==> run_1/clock_map.png <==
Scale bar: 20 um.
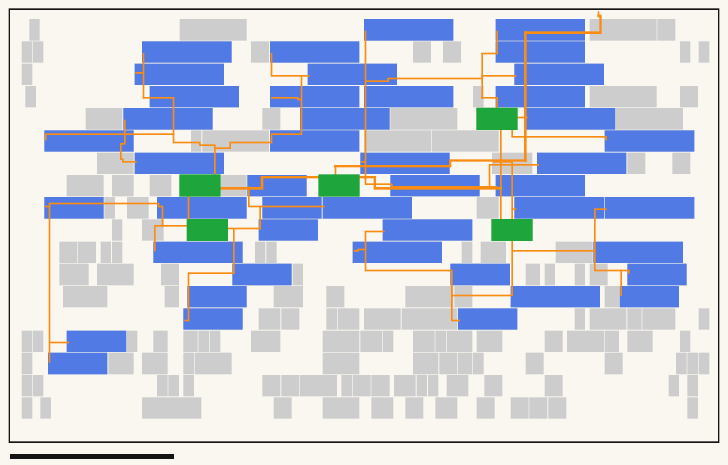
==> run_1/pdn.png <==
Pins as bars on the die edge.
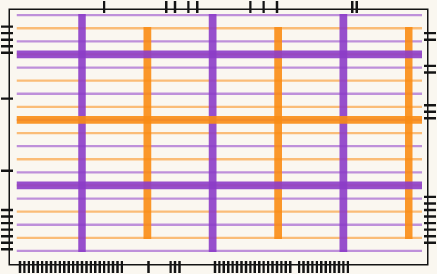
==> run_1/metal_stack.png <==
Two of the layers only.
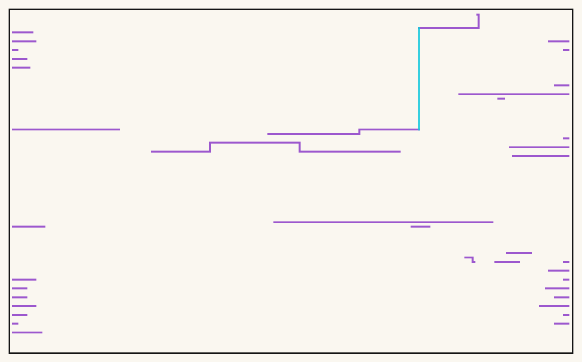
`src/rtl/crc8_apb_slave.sv`:
```
// APB front-end for the CRC8 core: byte FIFO paced to the core's busy time, CRC readback with clear strobe.
// Optional macro CRC8_APB_SLVERR_EN enables pslverr_o on illegal accesses.
module crc8_apb_slave #(
  parameter int unsigned FIFO_DEPTH   = 4,
  parameter int unsigned ADDR_W       = 8,
  parameter int unsigned CRC_BUSY_CYC = 9,
  parameter int unsigned CLR_BUSY_CYC = 2
) (
  input  logic              clk_i,
  input  logic              rst_i,
  input  logic              psel_i,
  input  logic              penable_i,
  input  logic              pwrite_i,
  input  logic [ADDR_W-1:0] paddr_i,
  input  logic [31:0]       pwdata_i,
  output logic [31:0]       prdata_o,
  output logic              pready_o,
  output logic              pslverr_o,
  output logic [7:0]        crc_din_o,
  output logic              crc_valid_o,
  output logic              crc_rd_o,
  input  logic [7:0]        crc_i
);

  localparam int unsigned PTR_W = (FIFO_DEPTH > 1) ? $clog2(FIFO_DEPTH) : 1;
  localparam int unsigned CNT_W = $clog2(FIFO_DEPTH + 1);
  localparam int unsigned GAP_MAX = (CRC_BUSY_CYC > CLR_BUSY_CYC) ? CRC_BUSY_CYC : CLR_BUSY_CYC;
  localparam int unsigned GAP_W = $clog2(GAP_MAX + 1);

  logic [7:0]       mem [FIFO_DEPTH];
  logic [PTR_W-1:0] wr_ptr;
  logic [PTR_W-1:0] rd_ptr;
  logic [CNT_W-1:0] count;
  logic [GAP_W-1:0] gap_cnt;

  logic        access;
  logic        addr_ok;
  logic [1:0]  sel;
  logic        bad;
  logic        empty;
  logic        full;
  logic        busy;
  logic        pop;
  logic        push;
  logic        wr_data;
  logic        clr_req;
  logic        clr_ok;
  logic [31:0] status;
  logic        unused_pwdata;

  assign unused_pwdata = ^pwdata_i[31:8];

  // Decode, FIFO flow control and APB response
  always_comb begin
    empty       = (count == '0);
    full        = (count == CNT_W'(FIFO_DEPTH));
    busy        = !empty || (gap_cnt != '0);
    access      = psel_i && penable_i && !rst_i;
    addr_ok     = (paddr_i[ADDR_W-1:4] == '0) && (paddr_i[1:0] == 2'b00);
    sel         = paddr_i[3:2];
    bad         = !addr_ok || (pwrite_i && ((sel == 2'd1) || (sel == 2'd2)));
    pop         = !rst_i && !empty && (gap_cnt == '0);
    wr_data     = access && !bad && pwrite_i && (sel == 2'd0);
    clr_req     = access && !bad &&
                  ((!pwrite_i && (sel == 2'd1)) || (pwrite_i && (sel == 2'd3) && pwdata_i[0]));
    clr_ok      = empty && (gap_cnt == '0);
    push        = wr_data && (!full || pop);
    crc_valid_o = pop;
    crc_rd_o    = clr_req && clr_ok;
    crc_din_o   = (empty || rst_i) ? 8'h00 : mem[rd_ptr];
    status      = {16'h0000, 8'(count), 6'b000000, full, busy};

    pready_o  = 1'b0;
    pslverr_o = 1'b0;
    prdata_o  = 32'h0000_0000;
    if (access) begin
      if (wr_data)      pready_o = !full || pop;
      else if (clr_req) pready_o = clr_ok;
      else              pready_o = 1'b1;
    end
`ifdef CRC8_APB_SLVERR_EN
    pslverr_o = access && bad;
`endif
    if (access && pready_o && !pwrite_i && !bad) begin
      case (sel)
        2'd1:    prdata_o = {24'h000000, crc_i};
        2'd2:    prdata_o = status;
        default: prdata_o = 32'h0000_0000;
      endcase
    end
  end

  // Pointers, occupancy and core pacing counter
  always_ff @(posedge clk_i) begin
    if (rst_i) begin
      wr_ptr  <= '0;
      rd_ptr  <= '0;
      count   <= '0;
      gap_cnt <= '0;
    end else begin
      if (push) wr_ptr <= wr_ptr + PTR_W'(1);
      if (pop)  rd_ptr <= rd_ptr + PTR_W'(1);
      case ({push, pop})
        2'b10:   count <= count + CNT_W'(1);
        2'b01:   count <= count - CNT_W'(1);
        default: count <= count;
      endcase
      if (pop)                  gap_cnt <= GAP_W'(CRC_BUSY_CYC - 1);
      else if (crc_rd_o)        gap_cnt <= GAP_W'(CLR_BUSY_CYC - 1);
      else if (gap_cnt != '0)   gap_cnt <= gap_cnt - GAP_W'(1);
    end
  end

  // Storage needs no reset; occupancy gates every read of it
  always_ff @(posedge clk_i) begin
    if (push) mem[wr_ptr] <= pwdata_i[7:0];
  end

endmodule

```
`config.mk`:
```
export PLATFORM = sky130hd
export DESIGN_NAME = crc8_apb_slave
export DESIGN_NICKNAME = d
export VERILOG_FILES = /design/src/rtl/crc8_apb_slave.sv
export SDC_FILE = /design/constraint.sdc
export NUM_CORES = 1
export LEC_CHECK = 0
export CORE_ASPECT_RATIO = 0.6
export CORE_MARGIN = 1
export CORE_UTILIZATION = 55
export CTS_CLUSTER_SIZE = 8
export DETAILED_ROUTE_END_ITERATION = 12
export DONT_BUFFER_PORTS = 1
export GPL_ROUTABILITY_DRIVEN = 1
export HOLD_SLACK_MARGIN = 0.12
export PLACE_DENSITY_LB_ADDON = 0.15
export SYNTH_ARGS = -nofsm -noshare
export SYNTH_HDL_FRONTEND = slang
export SYNTH_SLANG_ARGS = --single-unit
```
`constraint.sdc`:
```
create_clock -name clk_i -period 8.7 [get_ports clk_i]
set_input_delay 2.61 -clock clk_i [delete_from_list [all_inputs] [get_ports clk_i]]
set_output_delay 2.61 -clock clk_i [all_outputs]
set_load 0.02 [all_outputs]
```
==> impl_metrics.csv, run 1 <==
group,metric,value,unit
placed_design,place_hpwl,2990,um
worst_setup_path,startpoint_type,"input pin",
job,warnings,57,
clock_tree,cts_buffers,5,
worst_setup_path,crit_required,6.09,ns
worst_setup_path,critPathLaunch,"paddr_i[2]",
finish,n_fill_cell,339,
pwr,p_per_area,188,mW/mm^2
die,num_rows,18,
worst_setup_path,ff2ff_path_depth,10,
pwr,p_comb_frac,0.181,
route,drt_iter0_drc,51,
timing,fmax,149,MHz
global_route,grt_pass1_wl,5690,um
yosys,yosys-stat-cells,187,
clock_tree,ctsLongestPathBuffers,2,
yosys,top_cell,"edfxtp_1",
yosys,ys.warnings.count,0,
global_route,antenna_found_initial,0,
pwr,intPower,0.000336,W
timing,hold_viol,0,
finish,area_growth,2.44,%
placed_design,gp_congestion,0.851,
yosys,syn-cell-area,0.00236,sq mm
route,drc,0,
outcome,status,"completed",
timing,period_used_share,0.774,
route,drt-pass1-iter-count,4,
worst_setup_path,path_cells,"inv_1, ha_1, a211oi_1, nand2_1, nor3_1",
placed_design,port_buffers,0,
timing,drv_slew,0,
yosys,largest_area_cell,"edfxtp_1",
yosys,common_cells,"edfxtp_1, buf_4, dfxtp_1",
die,fp.dieArea,0.00457,sq mm
yosys,edf_count,32,
worst_setup_path,arrival,4.12,ns
die,initial_utilization,0.573,
yosys,ys_area,0.00236,sq mm
-- clock_map.png (at the start) --
Key: cells driving clock nets = green [count 5]; flip-flops = blue [count 45]; clock wires = orange [length 464 um]
There are 6 routed clock nets.
clock-net power: 0.000127 W
Latency at later pin: 0.28 ns
Clk pwr share: 0.279
Fin Clk Skew: 0.00597 ns

-- pdn.png (at the start) --
Key: VSS = purple; VDD = orange
6 straps on met4. 97 signal pins sit on the boundary. 3 straps on met5. 19 met1 rails follow the rows. The core has 18 rows.
Die W: 86.6 um
core area: 0.00412 sq mm
die height: 52.8 um
Peak VDD IR: 0.0772 mV

-- metal_stack.png (at the start) --
Key: met3 = purple [wire length 232 um]; met4 = cyan [wire length 15.6 um]
via count: 1329
drt wl/cell: 15.4 um
Final Routed Wirelength: 3830 um

run 1: cell usage in the layout, fill, tap and decap left out, types with 3 or more instances in the layout:
cell type  synthesis  layout
edfxtp_1          32      32
conb_1             1      22
dfxtp_1           13      13
nor2b_1           11      11
nor2_1            11      11
ha_1              11      11
inv_1             10      10
mux4_2             8       8
and2_1             7       7
clkbuf_8           0       6
and3_1             4       4
nand2_1            4       4
and2_2             4       4
a21oi_1            4       4
nor3_1             3       3
xnor2_1            3       3
nand2b_1           3       3
run 1: routing by layer:
| layer | part of all wire | vias up | GRT usage |
|---|---|---|---|
| met2 | 0.50 | 48 | 0.304 |
| met1 | 0.43 | 661 | 0.219 |
| met5 | 0 | - | 0 |
| met3 | 0.060 | 2 | 0.0520 |
| met4 | 0.0039 | 0 | 0.0444 |
| li1 | - | 618 | - |
run 1: logic make-up after synthesis:
kind of cell,after synthesis,share of synthesized area
fa+ha+maj,12,0.0668
other cells,1,0.00159
mux,11,0.0911
buf+inv,37,0.0949
compound gates,14,0.0413
xor+xnor,5,0.0186
flops,45,0.517
simple gates,62,0.169
run 1: through the flow:
stage,total power [W],cell area [sq um],hold slack (ns),instances,setup slack [ns]
6_report,0.000455,2420,0.483,249,1.97
5_1_grt,0.000479,2420,0.512,249,1.81
4_1_cts,0.000457,2420,0.496,249,1.94
3_5_place_dp,0.000331,2330,0.485,241,1.96
3_3_place_gp,0.000326,2330,0.444,241,2.02
2_1_floorplan,0.000326,2440,0.428,208,2.17
run 1: registers in the layout, summed over array words and instances, names as in the netlist, named ones only:
signal	count
wr_ptr	2
mem	32
count	3
gap_cnt	4
rd_ptr	2
run 1: critical path, delay by kind of cell:
| kind | cells | cell delay [ns] |
|---|---|---|
| simple gates | 2 | 0.90 |
| fa+ha+maj | 1 | 0.31 |
| buf+inv | 1 | 0.04 |
| compound gates | 1 | 0.26 |
run 1: worst min path at each step:
stage	startpoint	end	slack, ns	cells past startpoint
2_1_floorplan	rd_ptr[1]	flop	0.43	1
6_report	rd_ptr[1]	rd_ptr[1]	0.48	1
5_1_grt	rd_ptr[1]	rd_ptr[1]	0.51	1
4_1_cts	rd_ptr[1]	flop	0.50	1
3_5_place_dp	rd_ptr[1]	flop	0.48	1
3_3_place_gp	rd_ptr[1]	rd_ptr[1]	0.44	1
run 1: area by class of cell:
type | count | area, sq um | share of cell area
multi-input cells | 126 | 995 | 0.411
clock buffers | 8 | 90.1 | 0.0372
flip-flops and latches | 45 | 1220 | 0.505
well taps | 60 | 75.1 | 0.0310
inverters | 10 | 37.5 | 0.0155
run 1: power by group through the flow:
stage | clock, W | combinational (W) | sequential [W]
floorplan | 0 | 0.0000777 | 0.000248
global placement | 0 | 0.0000764 | 0.000249
detailed placement | 0 | 0.0000807 | 0.000250
CTS | 0.000131 | 0.0000816 | 0.000245
global route | 0.000138 | 0.0000936 | 0.000247
finish | 0.000127 | 0.0000822 | 0.000245
## Run 2: what changed since run 1
Clock period 8.7 ns to 5.6 ns, I/O delays scaled along.
==> run_2/metal_stack.png <==
Two of the layers only.
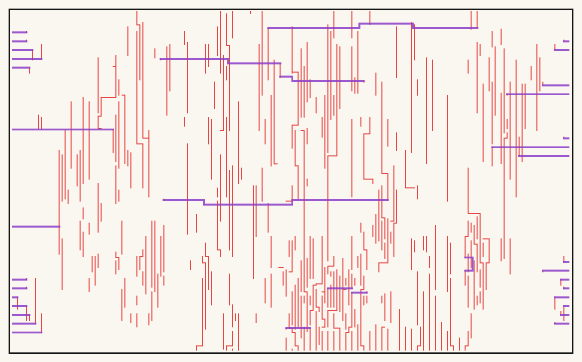
Key: met3 = purple [wire length 218 um]; met2 = red [wire length 1860 um]
drt wl/cell: 15.1 um
via count: 1332

==> impl_metrics.csv, run 2 <==
group,metric,value,unit
outcome,status,"completed",
pwr,p_per_area,302,mW/mm^2
pwr,vdd_drop_max,0.151,mV
worst_setup_path,arrival,3.12,ns
worst_setup_path,crit_required,3.92,ns
placed_design,gp_congestion,0.814,
die,die_width,86.6,um
clock_tree,cts_buffers,5,
timing,period_used_share,0.857,
job,warnings,57,
finish,n_fill_cell,336,
timing,fmax,208,MHz
timing,drv_slew,0,
yosys,largest_area_cell,"edfxtp_1",
die,fp.dieArea,0.00457,sq mm
pwr,total_power,0.000738,W
finish,largest_reg_flops,32,
yosys,syn-cell-area,0.00236,sq mm
finish,seq_area,0.00122,sq mm
die,num_rows,18,
yosys,ys_area,0.00236,sq mm
finish,top_regs,"mem (32), gap_cnt (4), count (3)",
finish,largest_register,"mem",
finish,final_cells,250,
global_route,grt_pass1_wl,5540,um
finish,lay_top_cells,"edfxtp_1, conb_1, dfxtp_1",
clock_tree,ctsLongestPathBuffers,2,
yosys,ys.warnings.count,0,
die,initial_utilization,0.573,
placed_design,dp.cells,242,
placed_design,port_buffers,0,
yosys,common_cells,"edfxtp_1, buf_4, dfxtp_1",
finish,final_common_cell,"edfxtp_1",
global_route,antenna_found_initial,0,
timing,hold_viol,0,
die,die_h,52.8,um
placed_design,place_hpwl,2900,um
finish,mi_logic_area,995,sq um
yosys,yosys-stat-cells,187,
route,finalWirelength,3770,um
==> run_2/clock_map.png <==
Scale bar: 20 um.
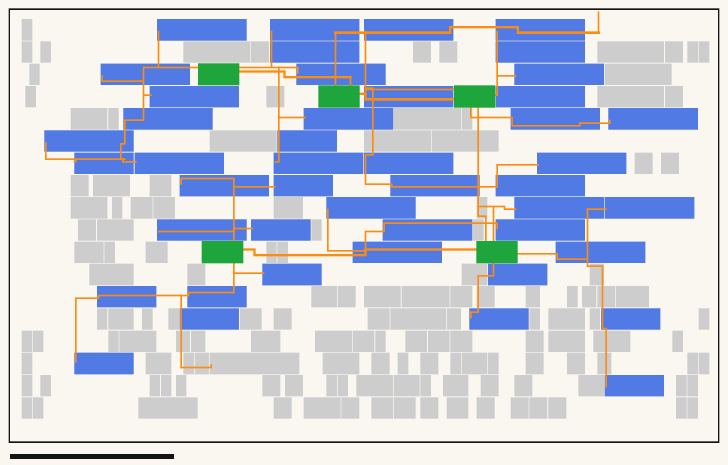
Key: flip-flops = blue [count 45]; cells driving clock nets = green [count 5]; clock wires = orange [length 485 um]
There are 6 routed clock nets.
Fin Clk Skew: 0.00446 ns
Latency at later pin: 0.29 ns

[run 2: cell types whose count changed in the layout (fill, tap and decap cells not counted)]
cell       change
bufinv_16      +1
clkbuf_1       -1
clkbuf_8       -1
buf_4          +1
clkinv_1       +1
[run 2: cells by family (layout without fill, tap and decap cells)]
logic type,Yosys count,count (layout),synth area share
simple gates,62,62,0.169
xor+xnor,5,5,0.0186
buf+inv,37,19,0.0949
compound gates,14,14,0.0413
other cells,1,22,0.00159
flops,45,45,0.517
mux,11,11,0.0911
fa+ha+maj,12,12,0.0668
[run 2: cell type report]
type	count	area share
sequential	45	0.500
multi-input combinational	126	0.407
tap	60	0.0307
clock buffer	6	0.0297
inverter	10	0.0154
clock inverter	2	0.0138
timing repair buffer	1	0.00307
[run 2: through the flow]
stage	area (sq um)	hold slack, ns	utilization	setup WS (ns)
after floorplan	2440	0.428	-	0.925
after global placement	2340	0.444	0.567	0.833
after detailed placement	2340	0.476	0.567	0.809
after CTS	2440	0.489	0.593	0.799
after global routing	2440	0.521	0.593	0.681
final	2440	0.485	0.593	0.801
[run 2: final timing paths]
check | start | end | slack (ns) | cells after the start
setup / recovery | paddr_i[2] | prdata_o[1] | 0.80 | 6
hold / removal | rd_ptr[1] | flop | 0.49 | 1
setup reg to reg | gap_cnt[0] | count[2] | 2.72 | 10
hold reg to reg | rd_ptr[1] | flop | 0.49 | 1
[run 2: report_power, final]
part / switching (W) / internal (W) / total, W
registers: 0.0000128 / 0.000368 / 0.000381
clock network: 0.000101 / 0.000132 / 0.000232
logic: 0.0000710 / 0.0000538 / 0.000125
total: 0.000185 / 0.000554 / 0.000738
[run 2: worst max-delay path, stage by stage]
cell	delay [ns]
inv_1	0.04
ha_1	0.31
a211oi_1	0.25
and2_1	0.17
and4_1	0.27
nor2b_1	0.39
[run 2: metal layers]
| layer | track usage | part of all wire |
|---|---|---|
| met1 | 0.216 | 0.45 |
| met2 | 0.290 | 0.49 |
| met3 | 0.0724 | 0.058 |
| met4 | 0.0250 | 0 |
| met5 | 0 | 0 |
## Run 3: what changed since run 2
Settings changed: CORE_UTILIZATION 55 to 45.
==> run_3/clock_map.png <==
Scale bar: 20 um.
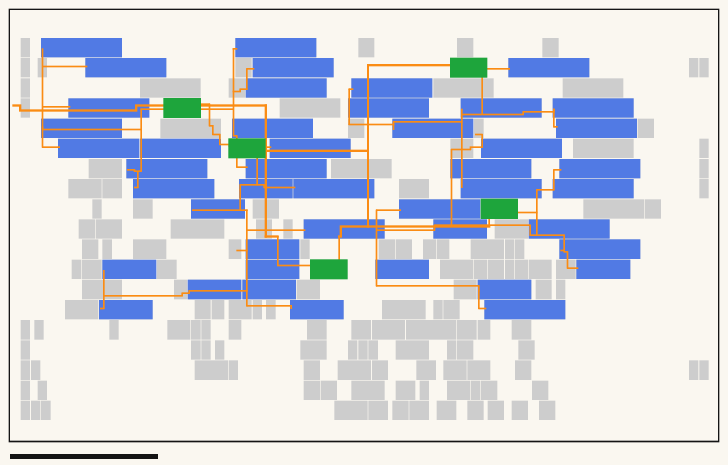
Key: flip-flops = blue [count 45]; cells driving clock nets = green [count 5]; clock wires = orange [length 484 um]
There are 6 routed clock nets.
Latency at later pin: 0.30 ns
Fin Clk Skew: 0.00709 ns
clock-net power: 0.000191 W
Clk pwr share: 0.274

==> impl_metrics.csv, run 3 <==
group,metric,value,unit
outcome,status,"completed",
finish,largest_reg_flops,32,
pwr,vdd_drop_max,0.166,mV
route,finalWirelength,3980,um
worst_setup_path,rrSetupSlack,2.72,ns
die,coreArea,0.00480,sq mm
worst_setup_path,crit_required,3.92,ns
yosys,ys_area,0.00236,sq mm
yosys,ys.warnings.count,0,
placed_design,port_buffers,0,
timing,hold_viol,0,
die,die_h,58.1,um
route,wl_per_cell,15.7,um
yosys,syn-cell-area,0.00236,sq mm
finish,lay_top_cells,"edfxtp_1, conb_1, dfxtp_1",
pwr,p_per_area,287,mW/mm^2
worst_setup_path,startpoint_type,"input pin",
yosys,yosys-stat-cells,187,
job,warnings,57,
worst_setup_path,rr_endpoint,"count[2]",
==> run_3/final_clocks.png <==
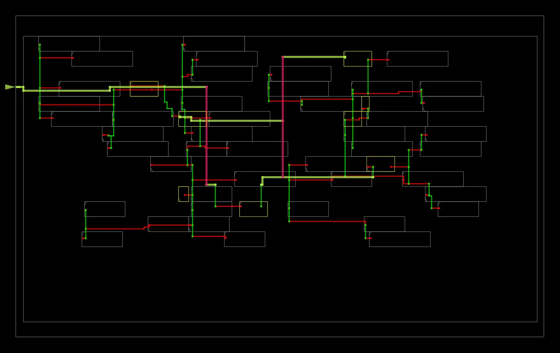
cts bufs inserted: 5
Seq Cell Count: 45
clock buffer count: 5
# clock sinks: 45

-- run 3: cell counts after synthesis --
Identical to the previous run, type by type.
-- run 3: how the worst max path moves through the flow --
| stage | start | end | slack, ns | cells past startpoint |
|---|---|---|---|---|
| 5_1_grt | paddr_i[2] | prdata_o[0] | 0.66 | 6 |
| 2_1_floorplan | paddr_i[2] | crc_rd_o | 0.93 | 5 |
| 3_3_place_gp | paddr_i[2] | prdata_o[1] | 0.84 | 6 |
| 6_report | paddr_i[2] | prdata_o[0] | 0.80 | 6 |
| 3_5_place_dp | paddr_i[2] | prdata_o[1] | 0.81 | 6 |
| 4_1_cts | paddr_i[2] | prdata_o[1] | 0.81 | 6 |
-- run 3: critical path: stages --
cell and delay [ns]:
inv_1 0.03, ha_1 0.31, a211oi_1 0.25, and2_1 0.18
and4_1 0.27, nor2b_1 0.39
-- run 3: final cells by class --
class / count / area, sq um
clock buffers: 5 / 68.8
clock inverters: 3 / 17.5
fillers: 426 / 2380
inverters: 10 / 37.5
multi-input cells: 126 / 995
flip-flops and latches: 45 / 1220
well taps: 63 / 78.8
repair buffers: 1 / 7.51
-- run 3: cells by family after synthesis --
family | after synthesis | synth area share
fa+ha+maj | 12 | 0.0668
flops | 45 | 0.517
other cells | 1 | 0.00159
xor+xnor | 5 | 0.0186
buf+inv | 37 | 0.0949
simple gates | 62 | 0.169
mux | 11 | 0.0911
compound gates | 14 | 0.0413
-- run 3: metrics by stage --
stage / total power, W / instance area (sq um) / worst slack (ns)
floorplan: 0.000506 / 2440 / 0.925
global placement: 0.000507 / 2340 / 0.841
detailed placement: 0.000510 / 2340 / 0.807
CTS: 0.000701 / 2430 / 0.807
global route: 0.000729 / 2430 / 0.663
finish: 0.000695 / 2430 / 0.799
-- run 3: power by group --
group | leakage (nW) | internal [W] | switching, W
Combinational | 0.428 | 0.0000541 | 0.0000694
Clock | 0.0455 | 0.0000862 | 0.000104
Sequential | 0.393 | 0.000368 | 0.0000128
-- run 3: metal layers --
layer	up-vias	global-route usage	wire length [um]
met1	626	0.214	1830
met3	5	0.0604	276
met4	0	0.0512	39
li1	619	-	-
met2	43	0.237	1830
met5	-	0	0

==> layout pictures side by side <==
Cell classes on the final placement.
Scale bar: 20 um.
panel A
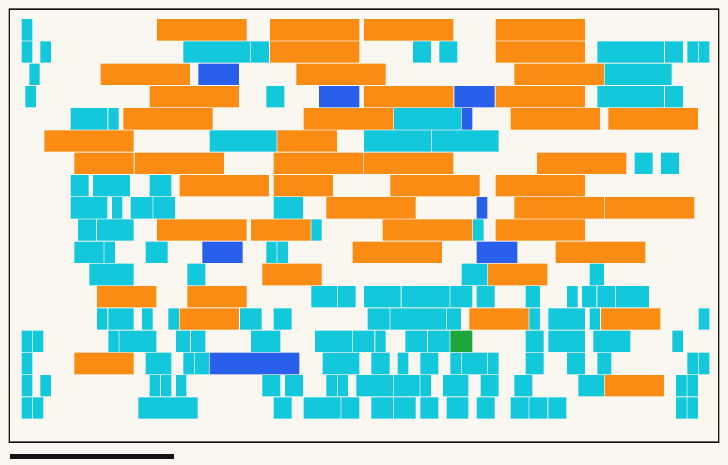
panel B
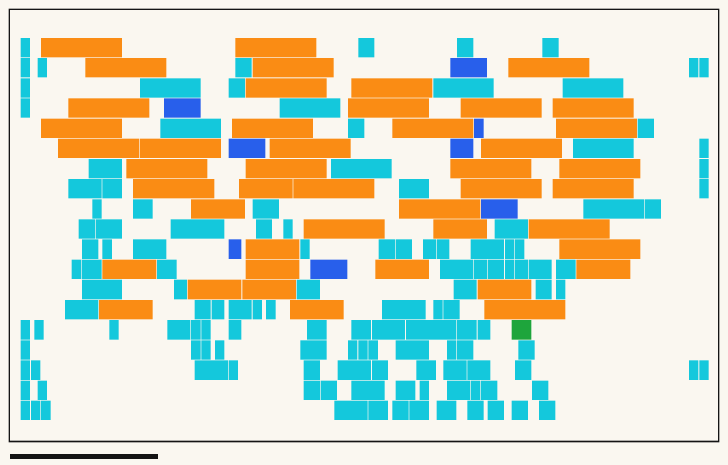
Panel A comes from run 2.
Panel B comes from run 3.

Key to panel B:
Key: flip-flops = orange [cells 45, share of their area 52%]; all other logic = cyan [cells 136, share of their area 44%]; clock drivers and dummy loads = blue [cells 8, share of their area 3.7%]; other buffers and delay cells = green [cells 1, share of their area 0.32%]

Power figures rest on the tool's default switching activity, not on a simulated workload.
